==> images/wire_density.png <==
The bar under the picture is 20 um long. The die is cut into 20 by 20 equal tiles; dark blue is low, red is high, scaled to the fullest tile. Values are wire area over tile area, all layers added.
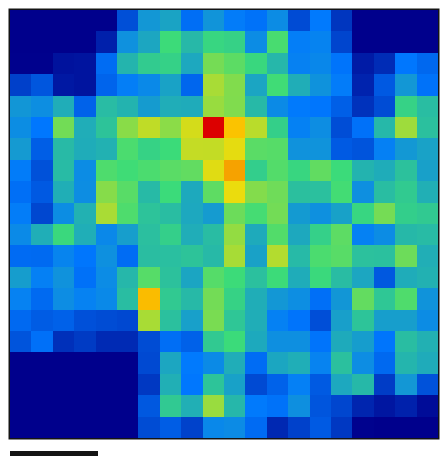
==> images/cell_classes.png <==
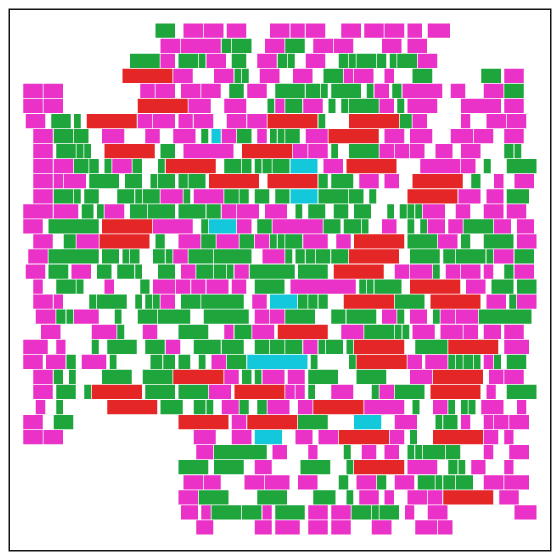
==> images/metal_stack.png <==
The bar under the picture is 20 um long.
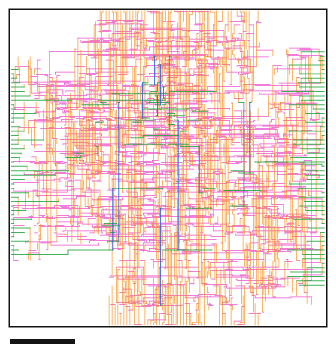
==> images/registers.png <==
The bar under the picture is 20 um long. Other sequential cells in the stronger grey, the rest of the logic in the fainter grey.
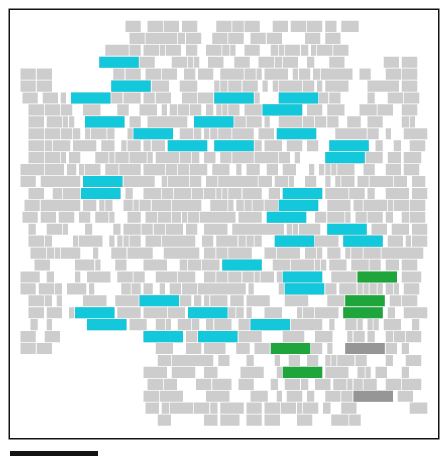
Design wb_select_stage, sky130hd; sources not shown.
==> impl_metrics.tcl <==
# flow metrics
set metrics [dict create \
    largest_class "non-clock buffers" \
    fin_crit_sh_pct 131 \
    fin_hold_ws_ps 8.72 \
    end_kind "flip-flop" \
    outcome "finished with violations" \
    vias_per_cell 5.50 \
    final.min_clock_period_ps 1050 \
    crit_buf_inv 1 \
    cts_tree "yes" \
    power_mw 7.91 \
    synth.distinct_cells 40 \
    timing.final.hold_violations 0 \
    fill_cells 637 \
    die-area_sq_mm 0.00952 \
    setup_viol 72 \
    drive_above_1_share_pct 38.0 \
    ys_area_sq_mm 0.00298 \
    grtUsageMet3_pct 5.04 \
    violations "setup timing" \
    syn_avg_cell_area_sq_um 8.61 \
    inverters_excl_clock 4 \
    crit_arrival_ps 1230 \
    hold_buffers 1 \
    critPathSlowestCell "clkdlybuf4s50_1" \
    topCombFamilyByArea "AND-OR/OR-AND gates" \
    taps 108 \
    grt_pass1_vias 3929 \
    cp_max_fo 2 \
    comb_area_share_pct 36.3 \
    stdcell_count 703 \
    flops 39 \
    numCtsBuffers 5 \
    rrSetupSlack_ps -120 \
    busiest_layer "met2" \
    xor_share_pct 0 \
    top_cell "nand2_1" \
    drt_iter0_drc 217 \
    hp-class "input pin to flip-flop" \
    crit_path_cell_trace "clkdlybuf4s50_1 > mux2_2 > a21oi_1 > o21ai_1 > o2bb2ai_1" \
    ir_drop_uv 749 \
    dp.cells 664 \
    logic_gate_count 274 \
    ys_sh_aoi_pct 30.6 \
    path_delay_family "AND-OR/OR-AND gates" \
    wl_met2_um 6960 \
    dp_hpwl_um 9210 \
    ant_nets 0 \
    buffer_area_share_pct 43.0 \
    io_pins 185 \
    edf_count 0 \
    ys_cells 346 \
    area_leaders "dfrtp_1 (33%), nand2_1 (8.8%), mux2i_1 (8.7%)" \
    tightest_slew_ps 444 \
    fp_util_pct 34.7 \
    p_leak_nw 2.71 \
    drc_errors 0 \
    clock-sinks 39 \
    cp.depth 5 \
    gr-total-overflow 0 \
    place.gp.congestion 0.818 \
    nNonClkBuffers 270 \
    slew_viol_final 0 \
    critPathLaunchType "input pin" \
    met1_usage_pct 29.0 \
    ys_seq_share_pct 32.8 \
    mux_share_pct 14.5 \
    clock_area_share_pct 1.95 \
    critPathKind "input pin to flip-flop" \
    rr_worst_depth 3 \
    setup_ws_ps -245 \
    syn_inst 346 \
    fin_skew_ps 0 \
    flop_cell "dfrtp_1" \
]
## Picture notes: wire_density.png
The emptiest ninth of the die: lower left. The mean over all tiles is 0.22. 12% of the tiles are nearly empty. 16% of the tiles are over half the peak.
drt total wl: 13300 um
Vias: 3863
GRT Total Usage: 24.8%
wire length per cell: 18.9 um

## Picture notes: cell_classes.png
Key: other buffers and delay cells = magenta [cells 270, share of their area 44%]; clock drivers and dummy loads = cyan [cells 8, share of their area 2.0%]; all other logic = green [cells 278, share of their area 38%]; flip-flops = red [cells 39, share of their area 17%]
post-layout util: 70.2%
number of cell rows: 34
core area: 0.00859 sq mm
register fraction of the total cell area: 16.2%
final instance area: 0.00604 sq mm

## Picture notes: metal_stack.png
Key: met3 = green [wire length 830 um]; met1 = magenta [wire length 5240 um]; met2 = orange [wire length 6960 um]; met4 = blue [wire length 264 um]

## Picture notes: registers.png
Key: `escrita_dado` = cyan [placed flops 32]; `write_reg_out` = green [placed flops 5]
register area: 976 sq um
P_seq: 2.47 mW

tightest hold or removal path, delay by kind of cell:
kind                   cells  cell delay (ps)
buffers and inverters      1               90
AND/OR/NAND/NOR            2              110
cell usage in the layout, fill, tap and decap left out, types with 16 or more instances in the layout:
| cell type | count |
|---|---|
| dlygate4sd2_1 | 16 |
| o21ai_0 | 22 |
| buf_4 | 59 |
| buf_6 | 38 |
| dfrtp_1 | 39 |
| buf_2 | 27 |
| mux2i_1 | 25 |
| clkdlybuf4s50_1 | 102 |
| nor2_1 | 27 |
| a221oi_2 | 22 |
| nand2_1 | 68 |
power by group:
part	total (mW)	internal (mW)	switching, mW
Clock	1.76	1.01	0.747
Sequential	2.47	2.27	0.204
Combinational	3.68	2.13	1.55
Power and IR drop assume default switching activity.
